==> src/rtl/lane_arb_pkg.sv <==
// Shared types and constants for the lane arbiter: state encoding, the
// "no owner" index and default sizing.
package lane_arb_pkg;

    typedef enum logic [1:0] {
        IDLE  = 2'd0,
        GAP   = 2'd1,
        GRANT = 2'd2
    } arb_state_e;

    localparam logic [2:0] IDX_NONE  = 3'd7;
    localparam int         N_LANES_DEF = 5;
    localparam int         CNT_W_DEF   = 4;

endpackage

==> src/rtl/rr_pick.sv <==
// Combinational round-robin picker: first set bit of (req & mask) searching
// upward from last_owner+1, wrapping; index is IDX_NONE when nothing qualifies.
module rr_pick
    import lane_arb_pkg::*;
#(
    parameter int N_LANES = N_LANES_DEF
) (
    input  logic [N_LANES-1:0] req,
    input  logic [N_LANES-1:0] mask,
    input  logic [2:0]         last_owner,
    output logic [N_LANES-1:0] onehot,
    output logic [2:0]         idx
);

    logic [N_LANES-1:0] cand_s;
    logic               found_s;

    // Two passes: lanes above the last owner first, then wrap to the bottom.
    always_comb begin
        cand_s  = req & mask;
        onehot  = {N_LANES{1'b0}};
        idx     = IDX_NONE;
        found_s = 1'b0;
        for (int j = 0; j < N_LANES; j++) begin
            if (!found_s && cand_s[j] && (j > int'(last_owner))) begin
                found_s   = 1'b1;
                onehot[j] = 1'b1;
                idx       = 3'(j);
            end else begin
                found_s = found_s;
            end
        end
        for (int j = 0; j < N_LANES; j++) begin
            if (!found_s && cand_s[j]) begin
                found_s   = 1'b1;
                onehot[j] = 1'b1;
                idx       = 3'(j);
            end else begin
                found_s = found_s;
            end
        end
    end

endmodule

==> src/rtl/lane_arbiter.sv <==
// Round-robin burst arbiter with a one-cycle break-before-make gap between
// grants. Optional strict priority class enabled by LANE_ARB_PRIORITY_EN.
module lane_arbiter
    import lane_arb_pkg::*;
#(
    parameter int N_LANES = N_LANES_DEF,
    parameter int CNT_W   = CNT_W_DEF
) (
    input  logic               clk,
    input  logic               rst,
    input  logic [N_LANES-1:0] req,
    input  logic [CNT_W-1:0]   burst_len,
    input  logic               done,
`ifdef LANE_ARB_PRIORITY_EN
    input  logic [N_LANES-1:0] prio,
`endif
    output logic [N_LANES-1:0] sel,
    output logic [2:0]         sel_idx,
    output logic               busy,
    output logic               grant_start
);

    arb_state_e         state_r;
    logic [CNT_W-1:0]   cnt_r;
    logic [2:0]         last_owner_r;
    logic [N_LANES-1:0] mask_s;
    logic [N_LANES-1:0] pick_onehot_s;
    logic [2:0]         pick_idx_s;
    logic               any_req_s;
    logic               owner_req_s;
    logic               grant_end_s;

    // Priority lanes, when any are requesting, hide all other lanes from the picker.
    always_comb begin
`ifdef LANE_ARB_PRIORITY_EN
        if ((req & prio) != {N_LANES{1'b0}}) begin
            mask_s = prio;
        end else begin
            mask_s = {N_LANES{1'b1}};
        end
`else
        mask_s = {N_LANES{1'b1}};
`endif
    end

    rr_pick #(.N_LANES(N_LANES)) u_rr_pick (
        .req        (req),
        .mask       (mask_s),
        .last_owner (last_owner_r),
        .onehot     (pick_onehot_s),
        .idx        (pick_idx_s)
    );

    // Grant termination: counter expiry, early done, or owner withdrawing.
    always_comb begin
        any_req_s   = (req != {N_LANES{1'b0}});
        owner_req_s = ((req & sel) != {N_LANES{1'b0}});
        grant_end_s = (cnt_r == {CNT_W{1'b0}}) || done || !owner_req_s;
    end

    // Arbitration FSM with registered grant outputs.
    always_ff @(posedge clk) begin
        if (rst) begin
            state_r      <= IDLE;
            cnt_r        <= {CNT_W{1'b0}};
            last_owner_r <= 3'(N_LANES - 1);
            sel          <= {N_LANES{1'b0}};
            sel_idx      <= IDX_NONE;
            busy         <= 1'b0;
            grant_start  <= 1'b0;
        end else begin
            case (state_r)
                IDLE, GAP: begin
                    if (any_req_s) begin
                        state_r      <= GRANT;
                        cnt_r        <= burst_len;
                        last_owner_r <= pick_idx_s;
                        sel          <= pick_onehot_s;
                        sel_idx      <= pick_idx_s;
                        busy         <= 1'b1;
                        grant_start  <= 1'b1;
                    end else begin
                        state_r     <= IDLE;
                        sel         <= {N_LANES{1'b0}};
                        sel_idx     <= IDX_NONE;
                        busy        <= 1'b0;
                        grant_start <= 1'b0;
                    end
                end
                GRANT: begin
                    grant_start <= 1'b0;
                    if (grant_end_s) begin
                        state_r <= GAP;
                        cnt_r   <= {CNT_W{1'b0}};
                        sel     <= {N_LANES{1'b0}};
                        sel_idx <= IDX_NONE;
                        busy    <= 1'b0;
                    end else begin
                        cnt_r <= cnt_r - {{(CNT_W-1){1'b0}}, 1'b1};
                    end
                end
                default: begin
                    state_r     <= IDLE;
                    cnt_r       <= {CNT_W{1'b0}};
                    sel         <= {N_LANES{1'b0}};
                    sel_idx     <= IDX_NONE;
                    busy        <= 1'b0;
                    grant_start <= 1'b0;
                end
            endcase
        end
    end

endmodule

==> config.mk <==
export PLATFORM = sky130hd
export DESIGN_NAME = lane_arbiter
export DESIGN_NICKNAME = d
export VERILOG_FILES = /design/src/rtl/lane_arb_pkg.sv /design/src/rtl/rr_pick.sv /design/src/rtl/lane_arbiter.sv
export SDC_FILE = /design/constraint.sdc
export NUM_CORES = 1
export LEC_CHECK = 0
export ABC_CLOCK_PERIOD_IN_PS = 2300
export CORE_MARGIN = 8
export CORE_UTILIZATION = 50
export CTS_CLUSTER_DIAMETER = 150
export CTS_CLUSTER_SIZE = 24
export DETAILED_ROUTE_END_ITERATION = 12
export PLACE_DENSITY = 0.78
export SLEW_MARGIN = 5
export SYNTH_ARGS = -nofsm -noshare
export SYNTH_HDL_FRONTEND = slang
export SYNTH_HIERARCHICAL = 1
export SYNTH_SLANG_ARGS = --single-unit
==> constraint.sdc <==
create_clock -name clk -period 2.3 [get_ports clk]
set_clock_uncertainty 0.15 [all_clocks]
set_input_delay 0.46 -clock clk [delete_from_list [all_inputs] [get_ports clk]]
set_output_delay 0.46 -clock clk [all_outputs]
set_load 0.005 [all_outputs]
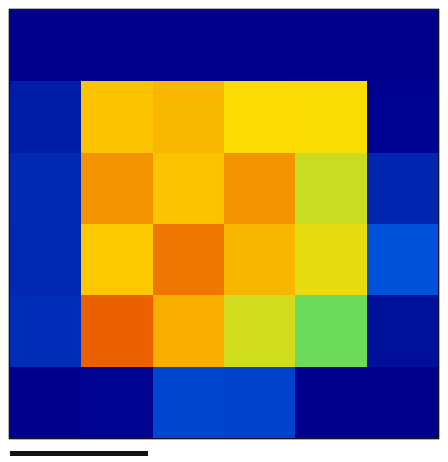
Run 1: placement density heat map
Scale bar: 20 µm. The die is cut into 6 by 6 equal tiles; dark blue is low, red is high, 0 to 100% covered.
- emptiest ninth of the die: bottom right
- densest ninth of the die: middle
- nearly empty tiles: 31%
- tiles over 75% full: 28%
- mean over tiles: 37%

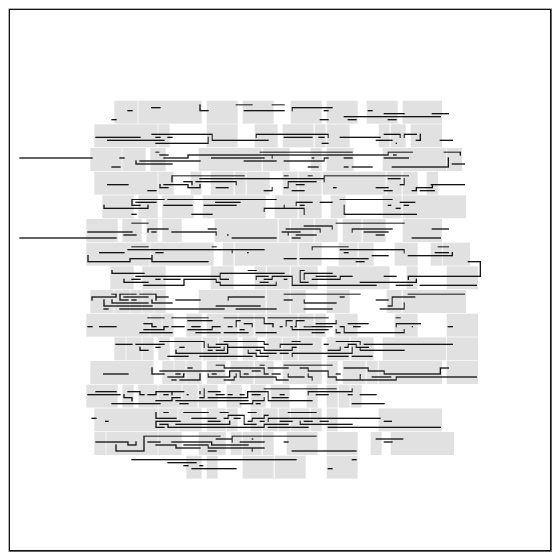
Run 1: M1 wires
Cells faint in the background.
- nets with wire on the layer: 171
- wire length on this layer: 1,210 µm

==> results.txt, run 1 <==
impl run done, here's what came out: TritonCTS Buffers 3, TritonCTS clock tree done, deepest clock path buffer count 2, Core Util, Final about 73%, post-synthesis compound-gate area fraction a little over a quarter, Clk pin slew, worst setup/hold paths between 0.1 and 0.15 ns, core area ~0.002 mm², htree depth 1, fraction of layout cells with a size suffix above 1 between 10% and 20%, DR vias/cell ~5.4, GR Overflow Total 0, Max power group sequential cells, IO Count 22, postcts setup bufs 0, GR Util met1 19.1%, Final ANT Viol Nets 0, Critical Path Start req[2], Residual DRC 0, crit path DAT roughly 2.1 ns, first-pass GRT wire length ~4600 µm, Reg power frac slightly above 50%, status finished, final reports clean, Die W roughly 62 µm, Final min period a little over 2 ns, power share of the clock group 23.7%, most common logic cell in the routed design clkdlybuf4s50_1, Comb power frac between 20% and 30%, critical path endpoint cnt_r[2], FMAX between 400 and 500 MHz, Crit. End Element flop, Peak VDD IR 501 µV, Psw around 220 µW, Mux area share less than 1%, initial DRC count 75, adder-cell area share of the yosys netlist 2.36%, Total GRT Usage 16.1%, number of global-route vias before repair approximately 1k, final net count roughly 190, Synth Area per Inst a little over 8 µm², Core Rows 16, CTS root buffer clkbuf_4, ant diodes 0
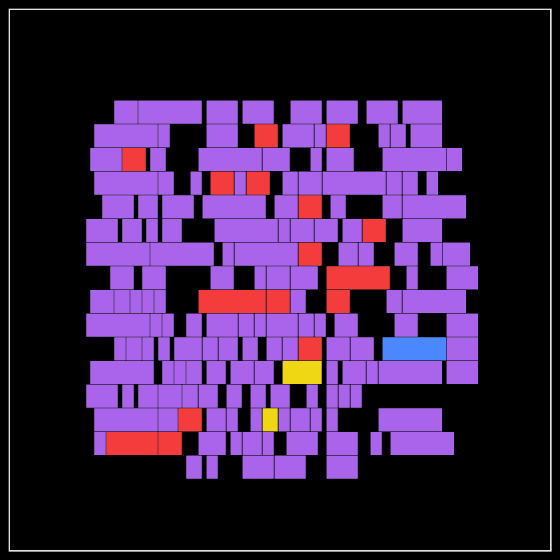
Run 1: cell sizes after repair
- _3 and _4 cells: red (cells 16; share 9.4%)
- _6 and larger: blue (cells 1; share 0.58%)
- _2 cells: yellow (cells 2; share 1.2%)
- _0 and _1 cells: purple (cells 152; share 89%)

==> run 1: cells in the mapped netlist (3+ instances only) <==
master	count	area (µm²)
dfxtp_1	19	380
nand2_1	14	52.6
a21oi_1	13	65.1
nor2_1	12	45.0
a22oi_1	7	52.6
inv_1	6	22.5
nor2b_1	5	31.3
o21bai_1	4	30.0
nand3_1	3	15.0
nor3_1	3	15.0
o21ai_0	3	15.0
o21ai_1	3	15.0
==> run 1: metal layers <==
| metal | wire, µm | part of all wire, % |
|---|---|---|
| met5 | 0 | 0 |
| met4 | 12 | 0.43 |
| met3 | 198 | 7.1 |
| met2 | 1360 | 49 |
| met1 | 1210 | 43 |
==> run 1: layout make-up <==
cell class | instances | area [µm²]
multi-input combinational | 110 | 673
inverter | 6 | 22.5
fill | 149 | 539
tap | 27 | 33.8
sequential | 19 | 380
clock inverter | 1 | 5.00
timing repair buffer | 32 | 305
clock buffer | 3 | 22.5
==> run 1: critical path, stage by stage <==
cell	delay [ns]
clkdlybuf4s50_1	0.50
nor4_2	0.39
nor3b_1	0.23
buf_4	0.16
a21oi_1	0.07
a221oi_1	0.27
==> run 1: worst min path at each step <==
stage | from | endpoint | slack [ns] | depth (start not counted)
2_1_floorplan | state_r[0] | state_r[0] | 0.27 | 1
3_3_place_gp | state_r[0] | state_r[0] | 0.30 | 1
6_report | last_owner_r[0] | last_owner_r[0] | 0.34 | 2
4_1_cts | state_r[0] | state_r[0] | 0.33 | 1
5_1_grt | state_r[0] | state_r[0] | 0.33 | 1
3_5_place_dp | state_r[0] | state_r[0] | 0.31 | 1
==> run 1: registers in the layout, summed over array words and instances, names as in the netlist <==
name          cells
busy              1
cnt_r             4
grant_start       1
last_owner_r      3
sel               5
sel_idx           3
state_r           2
Run 1, congestion heat map:
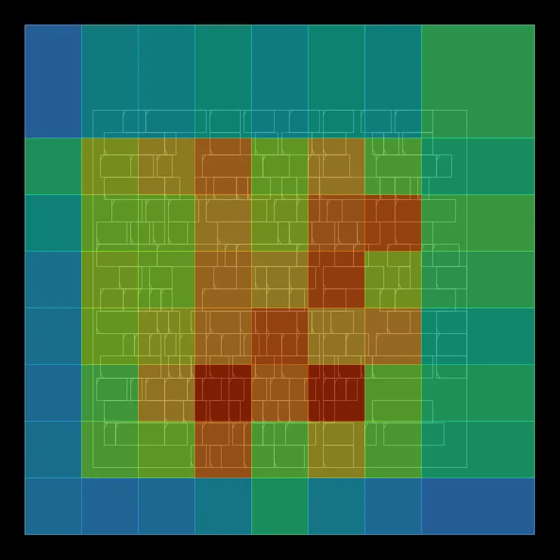

==> run 1 -> run 2 <==
--- a/config.mk
+++ b/config.mk
@@ -5,13 +5,14 @@
 export SDC_FILE = /design/constraint.sdc
 export NUM_CORES = 1
 export LEC_CHECK = 0
-export ABC_CLOCK_PERIOD_IN_PS = 2300
+export ABC_CLOCK_PERIOD_IN_PS = 2100
 export CORE_MARGIN = 8
-export CORE_UTILIZATION = 50
+export CORE_UTILIZATION = 55
 export CTS_CLUSTER_DIAMETER = 150
 export CTS_CLUSTER_SIZE = 24
 export DETAILED_ROUTE_END_ITERATION = 12
-export PLACE_DENSITY = 0.78
+export DONT_BUFFER_PORTS = 1
+export PLACE_DENSITY = 0.7
 export SLEW_MARGIN = 5
 export SYNTH_ARGS = -nofsm -noshare
 export SYNTH_HDL_FRONTEND = slang
==> constraint.sdc (replaced) <==
create_clock -name clk -period 2.1 [get_ports clk]
set_clock_uncertainty 0.15 [all_clocks]
set_input_delay 0.42 -clock clk [delete_from_list [all_inputs] [get_ports clk]]
set_output_delay 0.42 -clock clk [all_outputs]
set_load 0.005 [all_outputs]
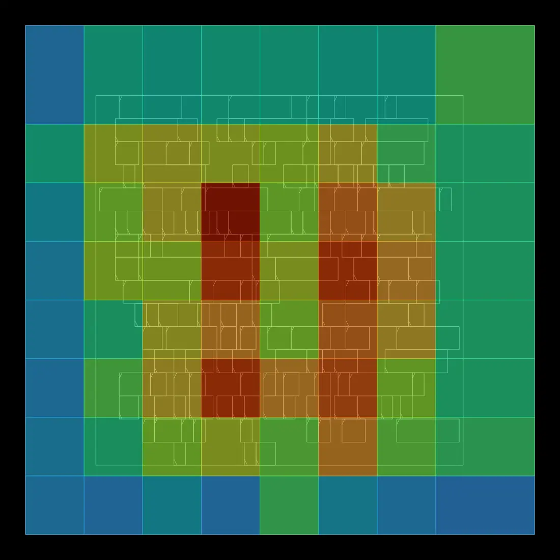
Run 2: congestion heat map
GR Util met3: 6.24%
Total GRT Usage: 15.2%
Avg WL per Cell: 14.7 µm
GR Util met1: 16.6%
gr busiest metal: met2

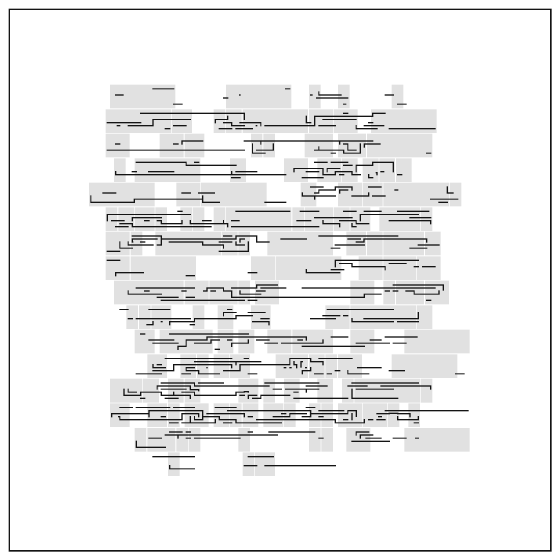
Run 2: M1 wires
Cells faint in the background.
- longest straight run: 18.9 µm
- main direction: horizontal
- wire length on this layer: 975 µm

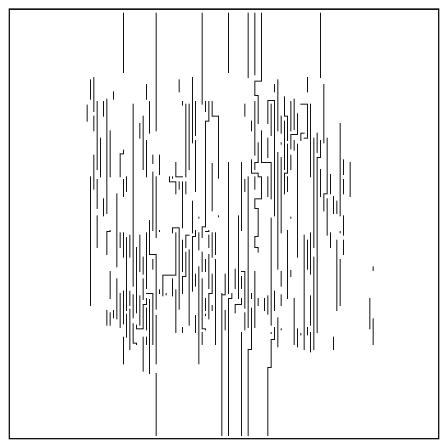
Run 2: metal 2
- share of all routed wire: 50%
- longest straight run: 25.5 µm
- nets with wire on the layer: 132

==> run 2 against run 1 <==
Against the previous run: clock power grew 2%; largest cell class unchanged; area after synthesis is the same; cell area shrank 19%; via count shrank 6.8%; wire length shrank 9.9%; power shrank 0.88%; worst setup slack gained 0.021 ns; critical endpoint is now sel_idx[1]; count of clock-buffer cells in the layout is the same; hold slack lost 0.31 ns.
==> results.txt, run 2 <==
impl run done, here's what came out: Synth Area per Inst 8.16 µm² (unchanged), Peak VDD IR 523 µV (+4.5%), TritonCTS Buffers 3 (unchanged), asr flop ratio synth 0%, Synth Seq Share a little over a third, Setup WS post-layout 0.306 ns, Reg power frac 56.7% (+5.6 points), synth unique cells 43, crit path DAT 1.84 ns (-0.23 ns), Post-synth EDFFs 0, pin count of the biggest net entering global routing 20, Reg with most FFs sel, family with the most delay on the worst path flip-flops, final setup fails 0, Setup TNS 0 ns, Final Hold Viols 0, MaxCap Viol Count 0, Post-Syn Area around 0.0011 mm², Pleak roughly 0.47 nW, Latency at later pin around 0.29 ns, initial DRC count 33 (-56%), number of global-route vias before repair 942 (-8.1%), final net count 158 (-15%), Critical Path Source Type flop, FP Util between 50% and 60%, crit path DRT about 2.2 ns, DP HPWL between 1500 and 2000 µm, WL met1 975 µm (-19%), sw frac between 20 and 30%, Crit. End Element flop, IO Count 22 (unchanged), htree depth 1 (unchanged), total die size about 0.0036 mm², core area 0.00188 mm² (-5.1%), fill count 191 (+28%), ant diodes 0 (unchanged), Top Registers sel: 5 flops, cnt_r: 4 flops, most frequent cells in the layout 19 x dfxtp_1, 14 x nand2_1, 13 x a21oi_1, 12 x nor2_1, 10 x conb_1, deepest clock path buffer count 2 (unchanged), Core Util, Final 62.0% (-11 points), Final min period between 1.5 and 2 ns, # Cells Yosys 130, worst slack, placed ~0.17 ns, Cell Count Post-Placement around 170, initial antenna violation count 0, status finished, final reports clean, FMAX approximately 560 MHz, DR vias/cell 5.89 (+8.6%), Psw 210 µW (-4.6%), Post-Route WL approximately 2500 µm, first-pass GRT wire length 4200 µm (-9.6%), slew margin rel. between 30% and 40%, most common logic cell in the routed design dfxtp_1, Clk pin slew, worst setup/hold paths 0.11 ns (about the same), Max-area cell share 35.8% (unchanged), DR top layer met4, cell type with the largest total area dfxtp_1, Primary FF master, synth dfxtp_1, ys flops 19, Slowest cell on crit path dfxtp_1, yosys stat area 0.00106 mm², Residual DRC 0 (unchanged), top cells by count, synth 19 x dfxtp_1, 14 x nand2_1, 13 x a21oi_1, 12 x nor2_1, 7 x a22oi_1, met2 WL 1260 µm (-7.1%), Die W 59.9 µm (-3.5%), CTS sink cnt 19, count leader, synth dfxtp_1, Die Y ~60 µm, postcts setup bufs 0 (unchanged), max reg flops 5 (unchanged), TritonCTS clock tree done, CP cell instances inv_1 -> ha_1 -> nor3b_1 -> a211oi_4 -> buf_4 -> nor2b_1 -> o21bai_1, fraction of layout cells with a size suffix above 1 8.39% (-2.7 points), Hold Crit Class in2reg, Final ANT Viol Nets 0 (unchanged), Crit path largest cell delay 0.38 ns (-0.12 ns), wire length on met3 251 µm (+27%), Core Rows 16 (unchanged), CTS root buffer clkbuf_4, power share of the clock group 24.5% (+0.8 points), number of port buffers 0, Cell area leaders dfxtp_1 36%, a21oi_1 6.1%, a22oi_1 5.0%, nand2_1 5.0%, nor2_1 4.2%, GR Overflow Total 0 (unchanged), CP Buf/Inv Count 2 (unchanged), First-pass DRT Iterations 4, Comb power frac 18.8% (-6.4 points)
[run 2: cell families after synthesis]
group | share of synthesized area, %
and+or+nand+nor | 28.3
AOI/OAI and AO/OA | 27.5
DFF | 35.8
buffers and inverters | 3.89
adders and majority gates | 2.36
other | 0.353
xor gates and xnor gates | 0.826
muxes | 0.943
[run 2: through the flow]
stage,instance area [µm²],total power [mW]
6_report,1170,0.728
3_5_place_dp,1140,0.558
3_3_place_gp,1140,0.555
5_1_grt,1170,0.779
4_1_cts,1170,0.732
2_1_floorplan,1090,0.529
[run 2: path summary, 6_finish.rpt]
| path | startpoint | end | slack [ns] | depth (start not counted) |
|---|---|---|---|---|
| max | cnt_r[0] | sel_idx[1] | 0.31 | 7 |
| min reg2reg | state_r[0] | state_r[0] | 0.32 | 1 |
| max reg2reg | cnt_r[0] | sel_idx[1] | 0.31 | 7 |
| min | rst | state_r[1] | 0.03 | 1 |
[run 2: power groups by stage]
stage,Clock (mW),Sequential (mW),Combinational [mW]
floorplan,0,0.415,0.113
global placement,0,0.421,0.133
detailed placement,0,0.422,0.137
CTS,0.182,0.413,0.137
global route,0.205,0.418,0.156
finish,0.178,0.413,0.137
[run 2: routing by layer]
layer	vias up	global-route usage, %
met5	-	0
met4	0	3.06
met3	2	6.24
met2	52	26.8
met1	458	16.6
li1	490	-
[run 2: area by class of cell]
class | count | area, µm² | area share (%)
clock buffers | 3 | 22.5 | 1.93
well taps | 27 | 33.8 | 2.89
multi-input cells | 110 | 673 | 57.7
flip-flops and latches | 19 | 380 | 32.6
clock inverters | 1 | 5.00 | 0.429
repair buffers | 4 | 30.0 | 2.57
inverters | 6 | 22.5 | 1.93
Run 2, cell sizes after repair:
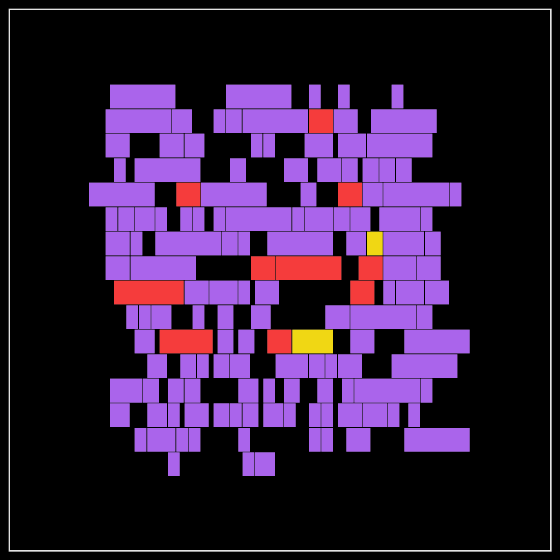

==> run 2 -> run 3 <==
--- a/config.mk
+++ b/config.mk
@@ -13,6 +13,7 @@
 export DETAILED_ROUTE_END_ITERATION = 12
 export DONT_BUFFER_PORTS = 1
 export PLACE_DENSITY = 0.7
+export RECOVER_POWER = 100
 export SLEW_MARGIN = 5
 export SYNTH_ARGS = -nofsm -noshare
 export SYNTH_HDL_FRONTEND = slang
==> constraint.sdc (replaced) <==
create_clock -name clk -period 2.1 [get_ports clk]
set_clock_uncertainty 0.15 [all_clocks]
set_input_delay 0.42 -clock clk [delete_from_list [all_inputs] [get_ports clk]]
set_output_delay 0.42 -clock clk [all_outputs]
set_load 0.01 [all_outputs]
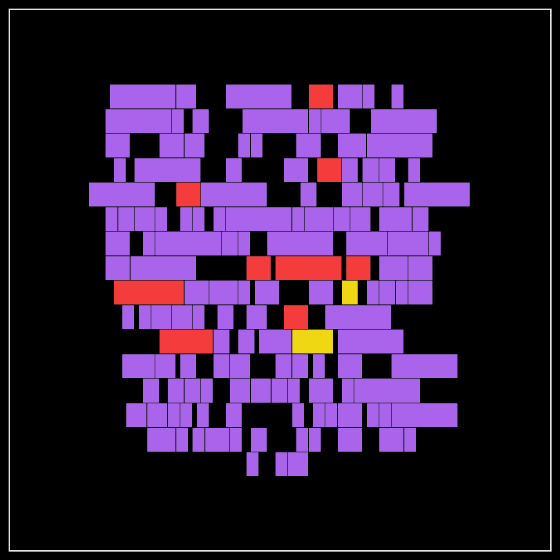
Run 3: cell sizes after repair
- _2 cells: yellow (cells 2; share 1.4%)
- _0 and _1 cells: purple (cells 132; share 92%)
- _3 and _4 cells: red (cells 9; share 6.3%)

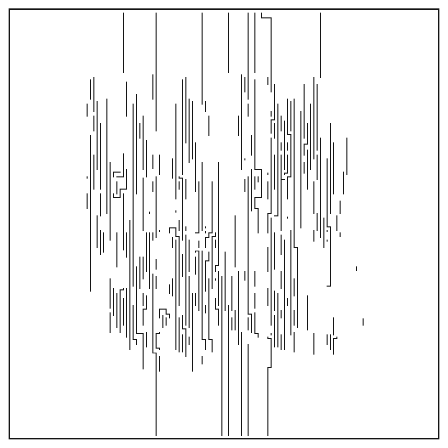
Run 3: metal 2
- longest straight run: 25.5 µm
- nets with wire on the layer: 127
- main direction: vertical
- share of all routed wire: 50%

==> run 3 against run 2 <==
Against the previous run: critical path depth unchanged; cell area decreased by 0.32%; worst setup slack worse by 0.13 ns; power increased by 0.81%; combinational power is essentially flat; area after synthesis did not move; highest routed layer unchanged.
==> results.txt, run 3 <==
impl run done, here's what came out: status finished, final reports clean, Setup TNS 0 ns (unchanged), Crit path largest cell delay 0.38 ns (about the same), fraction of layout cells with a size suffix above 1 7.69% (-0.70 points), GR Overflow Total 0 (unchanged), crit path DAT 1.97 ns (+0.13 ns), Post-synth EDFFs 0 (unchanged), FP Util 56.4% (unchanged), # Cells Yosys 130 (unchanged), initial DRC count 29 (-12%), gr busiest metal met2, initial antenna violation count 0 (unchanged), Synth Seq Share 35.8% (unchanged), cell type with the largest total area dfxtp_1, DR vias/cell 5.91 (+0.20%), Core Rows 16 (unchanged), max reg flops 5 (unchanged), Residual DRC 0 (unchanged), IO Count 22 (unchanged), Reg with most FFs sel, most common logic cell in the routed design dfxtp_1, pin count of the biggest net entering global routing 20 (unchanged), MaxCap Viol Count 0 (unchanged), wire length on met3 221 µm (-12%), htree depth 1 (unchanged), CTS root buffer clkbuf_4, Critical Path Source Type flop, number of port buffers 0 (unchanged), count leader, synth dfxtp_1, Hold Path Stages 1 (unchanged), postcts setup bufs 0 (unchanged), number of global-route vias before repair 925 (-1.8%), Total GRT Usage 14.8% (-0.44 points), CTS sink cnt 19 (unchanged), Die W 59.9 µm (unchanged), GRT met2 Usage 26.5% (-0.31 points), top cells by count, synth 19 x dfxtp_1, 14 x nand2_1, 13 x a21oi_1, 12 x nor2_1, 7 x a22oi_1, FMAX 519 MHz (-6.8%), slew margin rel. 33.3% (-2.5 points), total die size 0.00359 mm² (unchanged), Slowest cell on crit path dfxtp_1, Synth Area per Inst 8.16 µm² (unchanged), met2 WL 1300 µm (+2.9%), ant diodes 0 (unchanged)
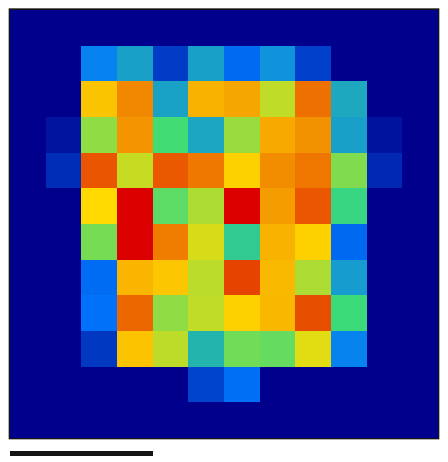
Run 3: placement density heat map
Scale bar: 20 µm. The die is cut into 12 by 12 equal tiles; dark blue is low, red is high, 0 to 100% covered.
- emptiest ninth of the die: bottom left
- mean over tiles: 32%
- densest ninth of the die: middle
- tiles over 75% full: 22%
- nearly empty tiles: 47%

-- run 3: cell counts after synthesis --
Identical to the previous run, type by type.
-- run 3: path summary, 6_finish.rpt --
kind | start | to | slack [ns]
max | cnt_r[0] | sel_idx[2] | 0.17
max reg2reg | cnt_r[0] | sel_idx[2] | 0.17
min reg2reg | state_r[0] | state_r[0] | 0.32
min | rst | cnt_r[0] | 0.03
-- run 3: worst max-delay path: cells and delay by family, from the launching register on --
| kind | cells | cell delay, ns |
|---|---|---|
| buffers and inverters | 2 | 0.40 |
| adders and majority gates | 1 | 0.18 |
| AOI/OAI and AO/OA | 2 | 0.37 |
| and+or+nand+nor | 2 | 0.34 |
| DFF | 1 | 0.38 |
-- run 3: per-stage QoR --
stage                     total power [mW]  cell area [µm²]  hold slack (ns)  utilization [%]  setup WS [ns]
after global placement               0.559             1140            0.297             60.6          0.225
after detailed placement             0.563             1140            0.294             60.6          0.131
final                                0.734             1160           0.0323             61.8          0.174
after CTS                            0.737             1170           0.0247             62.0          0.259
after global routing                 0.776             1160           0.0136             61.8         0.0881
after floorplan                      0.534             1090            0.266                -          0.360
-- run 3: kinds of logic (layout without fill, tap and decap cells) --
group                      after synthesis  in the layout  synth area share, %
and+or+nand+nor                         55             55                 28.3
AOI/OAI and AO/OA                       41             41                 27.5
DFF                                     19             19                 35.8
buffers and inverters                   10             14                 3.89
adders and majority gates                2              2                 2.36
other                                    1             10                0.353
xor gates and xnor gates                 1              1                0.826
muxes                                    1              1                0.943
-- run 3: cell type report --
type	instances	area, µm²
fillers	190	718
inverters	6	22.5
well taps	27	33.8
flip-flops and latches	19	380
multi-input cells	110	673
repair buffers	4	27.5
clock buffers	4	26.3
-- run 3: power by group --
group	switching (mW)	internal, mW
registers	0.0313	0.387
clock network	0.105	0.0740
logic	0.0774	0.0601
total	0.213	0.521
Power is estimated from default activity; no workload was simulated.
